Run 1, clock network drawn from the DEF:
Scale bar: 50 um.
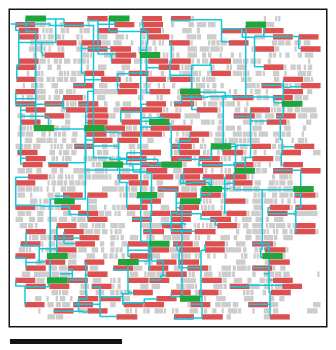
Run 1, routed metal, one colour a layer:
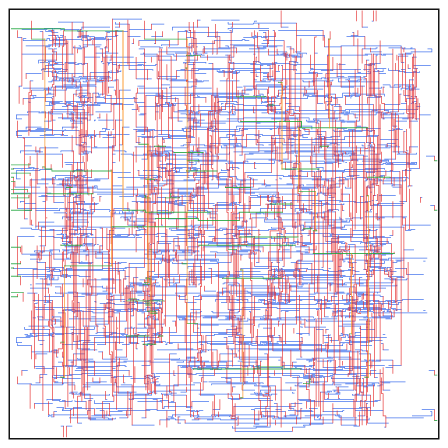
Run 1, placed standard cells:
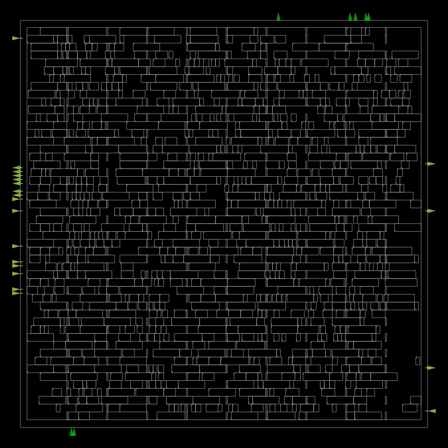
Run 1, zoomed window:
Region (51, 22) to (91, 62) um. Cells in grey, sequential cells in the stronger grey; small squares are vias.
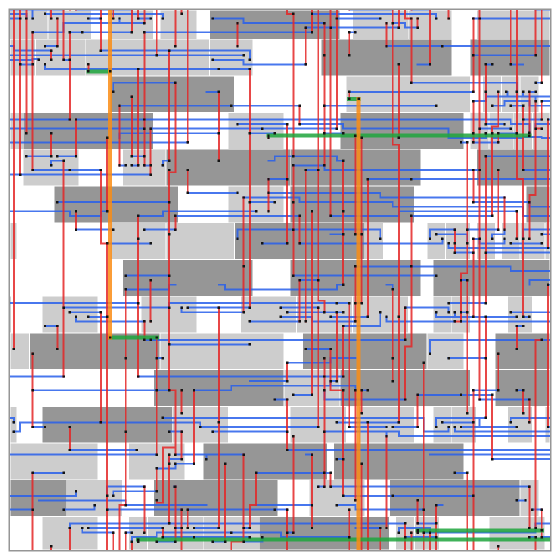
### src/rtl/uart_servo_cmd.sv
// uart_servo_cmd: parses checksummed A5/ch/pw_hi/pw_lo/chk frames into per-channel
// servo pulse widths, answers each frame with ACK/NAK and drives glitch-free PWM.
module uart_servo_cmd #(
    parameter int unsigned CHANNELS       = 4,
    parameter int unsigned PERIOD_CYCLES  = 540_000,
    parameter int unsigned PW_MIN         = 27_000,
    parameter int unsigned PW_MAX         = 54_000,
    parameter int unsigned PW_RESET       = 40_500,
    parameter int unsigned TIMEOUT_CYCLES = 270_000
) (
    input  logic                i_clk,
    input  logic                i_resetn,
    input  logic                i_rx_valid,
    input  logic [7:0]          i_rx_data,
    output logic                o_tx_valid,
    output logic [7:0]          o_tx_data,
    input  logic                i_tx_ready,
    output logic [CHANNELS-1:0] o_pwm,
    output logic                o_frame_ok,
    output logic                o_frame_err
);

    localparam int unsigned PW_W  = 16;
    localparam int unsigned CNT_W = (PERIOD_CYCLES > 1) ? $clog2(PERIOD_CYCLES) : 1;
    localparam int unsigned CMP_W = (CNT_W > PW_W) ? CNT_W : PW_W;
    localparam int unsigned TO_W  = $clog2(TIMEOUT_CYCLES + 1);

    localparam logic [7:0] SOF_BYTE = 8'hA5;
    localparam logic [7:0] ACK_BYTE = 8'h06;
    localparam logic [7:0] NAK_BYTE = 8'h15;

    typedef enum logic [2:0] {
        S_IDLE,
        S_CH,
        S_PWH,
        S_PWL,
        S_CHK,
        S_RESP
    } state_t;

    state_t            r_state;
    state_t            w_state_nxt;
    logic [7:0]        r_ch;
    logic [7:0]        r_pwh;
    logic [7:0]        r_pwl;
    logic [7:0]        r_xor;
    logic [TO_W-1:0]   r_to_cnt;
    logic [CNT_W-1:0]  r_cnt;
    logic [PW_W-1:0]   r_pend [CHANNELS];
    logic [PW_W-1:0]   r_act  [CHANNELS];

    logic              w_tx_valid_nxt;
    logic [7:0]        w_tx_data_nxt;
    logic              w_ok_nxt;
    logic              w_err_nxt;
    logic              w_commit;
    logic              w_to_hit;
    logic              w_good;
    logic              w_wrap;
    logic [PW_W-1:0]   w_pw_raw;
    logic [PW_W-1:0]   w_pw_clamped;

    assign w_to_hit = (r_to_cnt == TO_W'(TIMEOUT_CYCLES - 1));
    assign w_good   = (i_rx_data == r_xor) && (32'(r_ch) < CHANNELS);
    assign w_wrap   = (r_cnt == CNT_W'(PERIOD_CYCLES - 1));
    assign w_pw_raw = {r_pwh, r_pwl};

    always_comb begin
        w_pw_clamped = w_pw_raw;
        if (w_pw_raw < PW_W'(PW_MIN)) begin
            w_pw_clamped = PW_W'(PW_MIN);
        end else if (w_pw_raw > PW_W'(PW_MAX)) begin
            w_pw_clamped = PW_W'(PW_MAX);
        end
    end

    // Parser state register and registered response/pulse outputs
    always_ff @(posedge i_clk or negedge i_resetn) begin
        if (!i_resetn) begin
            r_state     <= S_IDLE;
            o_tx_valid  <= 1'b0;
            o_tx_data   <= 8'h00;
            o_frame_ok  <= 1'b0;
            o_frame_err <= 1'b0;
        end else begin
            r_state     <= w_state_nxt;
            o_tx_valid  <= w_tx_valid_nxt;
            o_tx_data   <= w_tx_data_nxt;
            o_frame_ok  <= w_ok_nxt;
            o_frame_err <= w_err_nxt;
        end
    end

    always_comb begin
        w_state_nxt    = r_state;
        w_tx_valid_nxt = o_tx_valid;
        w_tx_data_nxt  = o_tx_data;
        w_ok_nxt       = 1'b0;
        w_err_nxt      = 1'b0;
        w_commit       = 1'b0;
        unique case (r_state)
            S_IDLE: begin
                if (i_rx_valid && (i_rx_data == SOF_BYTE)) begin
                    w_state_nxt = S_CH;
                end
            end
            S_CH: begin
                if (i_rx_valid) begin
                    w_state_nxt = S_PWH;
                end else if (w_to_hit) begin
                    w_state_nxt = S_IDLE;
                    w_err_nxt   = 1'b1;
                end
            end
            S_PWH: begin
                if (i_rx_valid) begin
                    w_state_nxt = S_PWL;
                end else if (w_to_hit) begin
                    w_state_nxt = S_IDLE;
                    w_err_nxt   = 1'b1;
                end
            end
            S_PWL: begin
                if (i_rx_valid) begin
                    w_state_nxt = S_CHK;
                end else if (w_to_hit) begin
                    w_state_nxt = S_IDLE;
                    w_err_nxt   = 1'b1;
                end
            end
            S_CHK: begin
                if (i_rx_valid) begin
                    w_state_nxt    = S_RESP;
                    w_tx_valid_nxt = 1'b1;
                    if (w_good) begin
                        w_tx_data_nxt = ACK_BYTE;
                        w_ok_nxt      = 1'b1;
                        w_commit      = 1'b1;
                    end else begin
                        w_tx_data_nxt = NAK_BYTE;
                        w_err_nxt     = 1'b1;
                    end
                end else if (w_to_hit) begin
                    w_state_nxt = S_IDLE;
                    w_err_nxt   = 1'b1;
                end
            end
            S_RESP: begin
                if (o_tx_valid && i_tx_ready) begin
                    w_state_nxt    = S_IDLE;
                    w_tx_valid_nxt = 1'b0;
                end
            end
            default: begin
                w_state_nxt    = S_IDLE;
                w_tx_valid_nxt = 1'b0;
            end
        endcase
    end

    // Frame field capture and running checksum
    always_ff @(posedge i_clk or negedge i_resetn) begin
        if (!i_resetn) begin
            r_ch  <= 8'h00;
            r_pwh <= 8'h00;
            r_pwl <= 8'h00;
            r_xor <= 8'h00;
        end else if (i_rx_valid) begin
            unique case (r_state)
                S_CH: begin
                    r_ch  <= i_rx_data;
                    r_xor <= i_rx_data;
                end
                S_PWH: begin
                    r_pwh <= i_rx_data;
                    r_xor <= r_xor ^ i_rx_data;
                end
                S_PWL: begin
                    r_pwl <= i_rx_data;
                    r_xor <= r_xor ^ i_rx_data;
                end
                default: begin
                end
            endcase
        end
    end

    // Inter-byte gap counter; held at zero in IDLE so CH always starts fresh
    always_ff @(posedge i_clk or negedge i_resetn) begin
        if (!i_resetn) begin
            r_to_cnt <= '0;
        end else if (i_rx_valid || (r_state == S_IDLE)) begin
            r_to_cnt <= '0;
        end else if (!w_to_hit) begin
            r_to_cnt <= r_to_cnt + TO_W'(1);
        end
    end

    always_ff @(posedge i_clk or negedge i_resetn) begin
        if (!i_resetn) begin
            r_cnt <= '0;
        end else if (w_wrap) begin
            r_cnt <= '0;
        end else begin
            r_cnt <= r_cnt + CNT_W'(1);
        end
    end

    // Pending widths load into the active set only at the wrap, so no pulse is ever cut short
    always_ff @(posedge i_clk or negedge i_resetn) begin
        if (!i_resetn) begin
            for (int unsigned i = 0; i < CHANNELS; i++) begin
                r_pend[i] <= PW_W'(PW_RESET);
                r_act[i]  <= PW_W'(PW_RESET);
            end
        end else begin
            for (int unsigned i = 0; i < CHANNELS; i++) begin
                if (w_commit && (r_ch == 8'(i))) begin
                    r_pend[i] <= w_pw_clamped;
                end
                if (w_wrap) begin
                    r_act[i] <= r_pend[i];
                end
            end
        end
    end

    always_ff @(posedge i_clk or negedge i_resetn) begin
        if (!i_resetn) begin
            o_pwm <= '0;
        end else begin
            for (int unsigned i = 0; i < CHANNELS; i++) begin
                o_pwm[i] <= (CMP_W'(r_cnt) < CMP_W'(r_act[i]));
            end
        end
    end

endmodule

### config.mk
export PLATFORM = sky130hd
export DESIGN_NAME = uart_servo_cmd
export DESIGN_NICKNAME = d
export VERILOG_FILES = /design/src/rtl/uart_servo_cmd.sv
export SDC_FILE = /design/constraint.sdc
export NUM_CORES = 1
export LEC_CHECK = 0
export CAP_MARGIN = 20
export CORE_MARGIN = 2
export CORE_UTILIZATION = 55
export CTS_CLUSTER_DIAMETER = 80
export DETAILED_ROUTE_END_ITERATION = 10
export GPL_ROUTABILITY_DRIVEN = 1
export PLACE_DENSITY_LB_ADDON = 0.1
export SYNTH_ARGS = -nofsm -noshare
export SYNTH_HDL_FRONTEND = slang
export SYNTH_SLANG_ARGS = --single-unit
### constraint.sdc
create_clock -name i_clk -period 2.4 [get_ports i_clk]
set_input_delay 0.24 -clock i_clk [delete_from_list [all_inputs] [get_ports i_clk]]
set_output_delay 0.24 -clock i_clk [all_outputs]
set_load 0.05 [all_outputs]
==> flow_metrics.rpt, run 1 <==
IMPLEMENTATION SUMMARY REPORT
----------------------------------------------------
[Floorplan]
  Vertical extent of the die ........................ 141 um
  Floorplan Utilization ........................ 55.7%
  Floorplan core area ........................ 0.0186 mm^2
  Rows ........................ roughly 50
  Die Area ........................ 0.0199 mm^2

[Layout]
  # diodes ........................ 0
  Combinational Area ........................ 0.00452 mm^2
  Tally of filler cells in the layout ........................ about 1500
  Share of the core filled with cells ........................ approximately 65%

[Placed design]
  Half-perimeter wire length after placement ........................ ~16000 um

[Yosys]
  Fraction of registers with async set/reset ........................ 100%
  Largest non-sequential cell family by area ........................ simple AND/OR/NAND/NOR gates
  Predominant post-synthesis flop cell ........................ sky130_fd_sc_hd__dfrtp_1
  FF+latch count, synth ........................ approximately 210
  Simple-gate share of the synthesized area ........................ about an eighth
  Share of the synthesized netlist area taken by xor and xnor gates ........................ 4.06%
  Count of unique library cells instantiated by Yosys ........................ roughly 63
  Adder and majority cell fraction of the synthesized area ........................ 7.50%
  Fraction of the mapped netlist area in compound gates ........................ between 10% and 20%
  Total standard cell area after synthesis ........................ 0.0103 mm^2
  # Cells Yosys ........................ 950
  Syn Inst Count ........................ 950

[Power]
  Psw ........................ between 2 and 3 mW
  Sw Ratio ........................ between 20% and 30%
  Peak ir drop on the vdd network ........................ 0.000914 V
  Part of the power in registers ........................ 43.1%
  Areal power density over the cells ........................ 829 mW/mm^2
  PnR Total Power ........................ 10.0 mW
  Clock power frac ........................ 38.4%

[Setup path]
  CP Launch Type ........................ flop
  Endpoint arrival time on the critical path ........................ between 2 and 3 ns
  Maximum cell stage delay along the critical path ........................ between 0.5 and 0.6 ns
  Top fanout value on the critical path ........................ 10
  Critical-path cell with the highest stage delay ........................ sky130_fd_sc_hd__dfrtp_1

[CTS]
  Cells resized by post-CTS repair ........................ 0
  H-tree Lvls ........................ 1
  Maximum buffer depth of the clock tree ........................ 3

[Final timing]
  Post-Route Setup TNS ........................ 0 ns
  Highest Clock Rate ........................ 449 MHz
  Setup Viol. Count Final ........................ 0

[Routing]
  Detailed-route wire length per cell ........................ 17.3 um
  Pre-antenna DRT Iters ........................ 5
  Vias per inst ........................ between 5 and 6
  Number of violations reported at the end of detailed-routing iteration 0 ........................ ~350

[Flow run]
  Total of max-cap violations ........................ 0
  Warning total across the stage logs ........................ 26

[GRT]
  Number of antenna violations at the first check in global routing ........................ 0
  Total overflow reported by the global router ........................ 0
  Via count of the first global-routing pass ........................ 6933

[Outcome]
  Status ........................ completed

----------------------------------------------------
## Picture notes: 'clock network drawn from the DEF'
clock wires -> cyan  # length 2600 um
cells driving clock nets -> green  # count 24
flip-flops -> red  # count 212
flops lie = spread over the die
routed clock nets = 25

## Picture notes: 'routed metal, one colour a layer'
met3 -> green  # wire length 627 um
met4 -> orange  # wire length 550 um
met1 -> blue  # wire length 10900 um
met2 -> red  # wire length 10100 um
post-detailed-routing wire length: 22100 um
total routing resource utilization after global routing: 23.1%
Vias: 7035

## Picture notes: 'placed standard cells'
total number of tap cells: 234
fraction of standard cell area that is sequential: 44.6%
sequential cell count of the final layout: 212

## Picture notes: 'zoomed window'
met4 -> orange
met1 -> blue
met3 -> green
met2 -> red
netlist names of flops here include = `r_pend` (21), `r_act` (4)
sequential cells in the window = 25
most frequent = dfstp_2 (15), mux2_2 (14), nand2_1 (13)
cells with their middle in the window = 86

run 1: worst paths after layout:
path / endpoint / slack, ns / cells after the start / startpoint
setup / recovery: o_pwm[3]$_DFF_PN0_ / 0.17 / 6 / r_cnt[5]$_DFF_PN0_
hold / removal: r_act[16]$_DFFE_PN0N_ / 0.25 / 2 / i_resetn
setup reg to reg: o_pwm[3]$_DFF_PN0_ / 0.17 / 6 / r_cnt[5]$_DFF_PN0_
hold reg to reg: o_tx_data[2]$_DFFE_PN0P_ / 0.48 / 1 / o_tx_data[2]$_DFFE_PN0P_
max in group asynchronous: r_xor[5]$_DFFE_PN0P_ / 1.37 / 3 / i_resetn
min in group i_clk: r_state[1]$_DFFE_PN0P_ / 0.46 / 3 / i_rx_valid
run 1: layout make-up:
type                       instances  area share, %
timing repair buffer              82           6.12
tap                              234           2.42
sequential                       212           44.6
multi-input combinational        632           37.4
clock buffer                      33           5.92
inverter                          74           2.30
clock inverter                    11           1.19
run 1: per-layer routing:
metal	wire length (um)	up-vias	GRT usage (%)
met5	0	-	0
met4	550	0	5.84
met3	626	34	2.72
met2	10100	129	36.5
met1	10900	3407	34.4
li1	-	3465	-
run 1: synth_stat cells (15+ instances only):
cell / count / area share, %
sky130_fd_sc_hd__xor2_1: 24 / 2.0
sky130_fd_sc_hd__nand3_1: 15 / 0.73
sky130_fd_sc_hd__dfstp_2: 64 / 16
sky130_fd_sc_hd__nand2_1: 109 / 4.0
sky130_fd_sc_hd__o21ai_0: 81 / 3.9
sky130_fd_sc_hd__ha_1: 62 / 7.5
sky130_fd_sc_hd__inv_1: 74 / 2.7
sky130_fd_sc_hd__xnor2_1: 24 / 2.0
sky130_fd_sc_hd__nor2_1: 51 / 1.8
sky130_fd_sc_hd__a21oi_1: 31 / 1.5
sky130_fd_sc_hd__dfrtp_1: 148 / 36
sky130_fd_sc_hd__mux2_2: 56 / 6.1
run 1: sequential cells by signal, indices dropped and copies added (netlist names), 4 cells and up:
signal and cells:
r_pwh 8, r_to_cnt 19, r_pwl 8, r_ch 8, r_pend 64, r_cnt 20, r_act 64, o_pwm 4
r_xor 8
run 1: per-stage QoR:
step                      setup WS [ns]  cell area, um^2  hold WS, ns
after detailed placement         0.0496            11200        0.230
after floorplan                   0.304            10400      -0.0556
after CTS                         0.173            12100        0.251
after global routing             0.0372            12100        0.273
after global placement           0.0826            11200        0.227
final                             0.171            12100        0.253
run 1: worst max-delay path, delay by kind of cell (launching register included):
family / cells / cell delay (ns)
compound gates: 3 / 0.96
fa+ha+maj: 1 / 0.37
buf+inv: 1 / 0.23
flops: 1 / 0.52
simple gates: 1 / 0.08
run 1: power by group through the flow:
stage | Sequential, mW | Clock, mW | Combinational [mW]
CTS | 4.31 | 3.92 | 1.87
floorplan | 4.29 | 0 | 1.23
finish | 4.32 | 3.84 | 1.85
global placement | 4.35 | 0 | 1.84
detailed placement | 4.36 | 0 | 1.86
global route | 4.36 | 4.08 | 2.04
==> run 2: changes to the inputs <==
Settings changed: REMOVE_ABC_BUFFERS from default to 1.
Run 2, clock network drawn from the DEF:
Scale bar: 50 um.
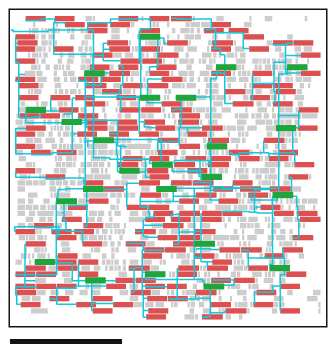
clock skew: 0.0171 ns
worst skew pair latency: 0.51 ns
P_clk: 3.87 mW

==> flow_metrics.rpt, run 2 <==
IMPLEMENTATION SUMMARY REPORT
----------------------------------------------------
[Floorplan]
  Die Area ........................ 0.0199 mm^2 (unchanged)
  Vertical extent of the die ........................ 141 um (unchanged)
  Floorplan Utilization ........................ 55.7% (unchanged)
  Rows ........................ 50 (unchanged)
  I/O Pins ........................ 27
  Floorplan core area ........................ 0.0186 mm^2 (unchanged)

[CTS]
  TritonCTS clock tree ........................ done
  Root Buffer Master ........................ sky130_fd_sc_hd__clkbuf_16
  Setup bufs post-CTS ........................ 0
  H-tree Lvls ........................ 1 (unchanged)
  Number of buffers created by CTS ........................ 24
  Clock edge transition at the registers on the reported setup and hold paths ........................ roughly 0.060 ns
  Maximum buffer depth of the clock tree ........................ 3 (unchanged)

[Flow run]
  Warning total across the stage logs ........................ 25 (-3.8%)
  Total of max-cap violations ........................ 0 (unchanged)

[Routing]
  Detailed-route wire length per cell ........................ 17.3 um (about the same)
  Antenna Nets Post-Route ........................ 0
  Sum of met3 wire segment lengths after detailed routing ........................ 697 um (+11%)
  Pre-antenna DRT Iters ........................ 4 (-1)
  Wire length on met2 ........................ 10300 um (+1.7%)
  Number of violations reported at the end of detailed-routing iteration 0 ........................ 357 (+1.4%)
  Highest metal layer with signal wires ........................ met4
  Wire length on met1 ........................ 10600 um (-2.6%)
  Vias per inst ........................ 5.53 (+0.37%)

[Placed design]
  Number of cells after detailed placement ........................ approximately 1200
  Number of I/O port buffers ........................ 22
  Half-perimeter wire length after placement ........................ 15800 um (-0.92%)

[Yosys]
  Number of enable-type register cells in the synthesized netlist ........................ 0
  Count of unique library cells instantiated by Yosys ........................ 63 (unchanged)
  Most used standard cell by instance count after synthesis ........................ sky130_fd_sc_hd__dfrtp_1
  Most instantiated cells after synthesis ........................ sky130_fd_sc_hd__dfrtp_1 (148), sky130_fd_sc_hd__nand2_1 (109), sky130_fd_sc_hd__o21ai_0 (81)
  Fraction of registers with async set/reset ........................ 100% (unchanged)
  # Cells Yosys ........................ 950 (unchanged)
  Predominant post-synthesis flop cell ........................ sky130_fd_sc_hd__dfrtp_1
  Cell taking the most area after synthesis ........................ sky130_fd_sc_hd__dfrtp_1
  Total standard cell area after synthesis ........................ 0.0103 mm^2 (unchanged)
  Largest cells by area ........................ sky130_fd_sc_hd__dfrtp_1 (36%), sky130_fd_sc_hd__dfstp_2 (16%), sky130_fd_sc_hd__ha_1 (7.5%)
  Syn Inst Count ........................ 950 (unchanged)
  Chip area from the yosys synthesis statistics ........................ roughly 0.010 mm^2
  FF+latch count, synth ........................ 212 (unchanged)
  Synthesized area divided by synthesized cell count ........................ between 10 and 15 um^2
  Max-area cell share ........................ 35.8% (unchanged)

[GRT]
  Total routing resource utilization after global routing ........................ 23.6% (+0.42 points)
  Number of antenna violations at the first check in global routing ........................ 0 (unchanged)
  Via count of the first global-routing pass ........................ 7181 (+3.6%)
  Total overflow reported by the global router ........................ 0 (unchanged)

[Setup path]
  End of the worst register-to-register path ........................ o_pwm[0]$_DFF_PN0_
  Top fanout value on the critical path ........................ 6 (-4)
  Required time of the worst setup path ........................ 2.85 ns
  Startpoint of the lowest-slack register-to-register path ........................ r_cnt[1]$_DFF_PN0_
  Worst R2R Setup Slack ........................ 0.15 ns (-0.02 ns)
  Beginning of the critical path ........................ r_cnt[1]$_DFF_PN0_
  Sequence of cells on the critical path ........................ buf_4, ha_1, a21oi_1, o21ai_0, a2111oi_0, buf_4, o31a_1
  Most frequent CP cell ........................ sky130_fd_sc_hd__buf_4
  Number of buffers and inverters on the critical path ........................ 2 (+1)
  Critical-path cell with the highest stage delay ........................ sky130_fd_sc_hd__a2111oi_0
  Endpoint arrival time on the critical path ........................ 2.69 ns (+0.03 ns)
  CP Launch Type ........................ flop
  Maximum cell stage delay along the critical path ........................ 0.60 ns (+0.08 ns)
  Top cell family by delay on the critical path ........................ AND-OR/OR-AND gates
  Path depth of the worst reg2reg path ........................ 7 (+1)

[Power]
  Peak ir drop on the vdd network ........................ 0.000834 V (-8.8%)
  PnR Total Power ........................ 10.0 mW (+0.35%)
  Areal power density over the cells ........................ 833 mW/mm^2 (+0.54%)

[Final timing]
  Worst slew slack as a fraction of its limit ........................ 52.6%
  Count of endpoints failing hold in the final timing report ........................ 0
  Final period util ........................ 93.6%
  Highest Clock Rate ........................ 445 MHz (-0.73%)
  Setup Viol. Count Final ........................ 0 (unchanged)

[Layout]
  Top logic cell by instance count in the layout ........................ sky130_fd_sc_hd__dfrtp_1
  Share of the core filled with cells ........................ 64.9% (-0.12 points)
  Tally of filler cells in the layout ........................ 1511 (+3.5%)
  # diodes ........................ 0 (unchanged)
  FF+latch area ........................ 0.00539 mm^2
  Combinational Area ........................ 0.00452 mm^2 (unchanged)
  Top Registers ........................ r_act x64, r_pend x64, r_cnt x20

[Outcome]
  Status ........................ completed

[Worst hold path]
  Hold WC Path Type ........................ input pin to async pin

----------------------------------------------------
Run 2, the metal 3 layer:
Scale bar: 50 um.
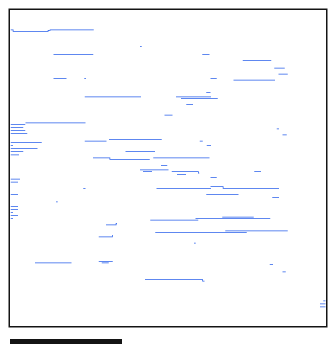
nets with wire on the layer = 48
share of all routed wire = 3.2%
main direction = horizontal
Vias: 7039
met3 Usage GRT: 2.82%
post-detailed-routing wire length: 22000 um

-- run 2: per-layer routing --
layer  global-route usage, %  vias to the layer above
met5                       0                        -
met2                    38.6                      105
met3                    2.82                       36
met4                    6.00                        0
li1                        -                     3466
met1                    33.8                     3432
-- run 2: kinds of logic (layout without fill, tap and decap cells) --
| group | Yosys count | after routing | share of synthesized area (%) |
|---|---|---|---|
| and+or+nand+nor | 265 | 265 | 13.3 |
| DFF | 212 | 212 | 52.0 |
| AOI/OAI and AO/OA | 182 | 182 | 10.9 |
| adders and majority gates | 62 | 62 | 7.50 |
| other | 1 | 4 | 0.0362 |
| buffers and inverters | 109 | 196 | 4.50 |
| muxes | 71 | 71 | 7.71 |
| xor gates and xnor gates | 48 | 48 | 4.06 |
-- run 2: worst max-delay path by stage --
stage	to	slack, ns	cells past startpoint
finish	o_pwm[0]$_DFF_PN0_	0.15	7
global route	o_pwm[0]$_DFF_PN0_	0.11	6
CTS	o_pwm[0]$_DFF_PN0_	0.15	7
detailed placement	r_pend[17]$_DFFE_PN0P_	0.08	7
global placement	r_pend[22]$_DFFE_PN0P_	0.16	7
floorplan	r_act[0]$_DFFE_PN0N_	-8.23	5
-- run 2: cell type report --
type	instances	share of cell area [%]
clock buffer	34	5.80
clock inverter	10	1.28
inverter	74	2.30
multi-input combinational	632	37.5
sequential	212	44.7
tap	234	2.43
timing repair buffer	78	5.99
-- run 2: what timing repair did --
action / CTS / global route
hold buffers: 1 / 0
resized: 0 / 0
hold endpoints to repair: 34 / 0
-- run 2: worst reg2reg max path: cells and delay by family (launching register included) --
| family | cells | cell delay [ns] |
|---|---|---|
| AOI/OAI and AO/OA | 4 | 1.11 |
| adders and majority gates | 1 | 0.30 |
| buffers and inverters | 2 | 0.39 |
| DFF | 1 | 0.38 |
-- run 2: through the flow --
step	TNS, ns	hold WS, ns	setup slack, ns	cell area, um^2
2_1_floorplan	-595.90	-0.0556	-8.23	10200
3_3_place_gp	0	0.226	0.160	11200
3_5_place_dp	0	0.224	0.0806	11200
4_1_cts	0	0.252	0.154	12100
5_1_grt	0	0.286	0.110	12100
6_report	0	0.245	0.155	12100
-- run 2: power by group --
group          leakage, nW  switching (mW)  internal, mW
Combinational         2.30            1.10         0.769
Sequential            2.63           0.382          3.92
Clock                0.423            1.41          2.46
Power is estimated from default activity; no workload was simulated.
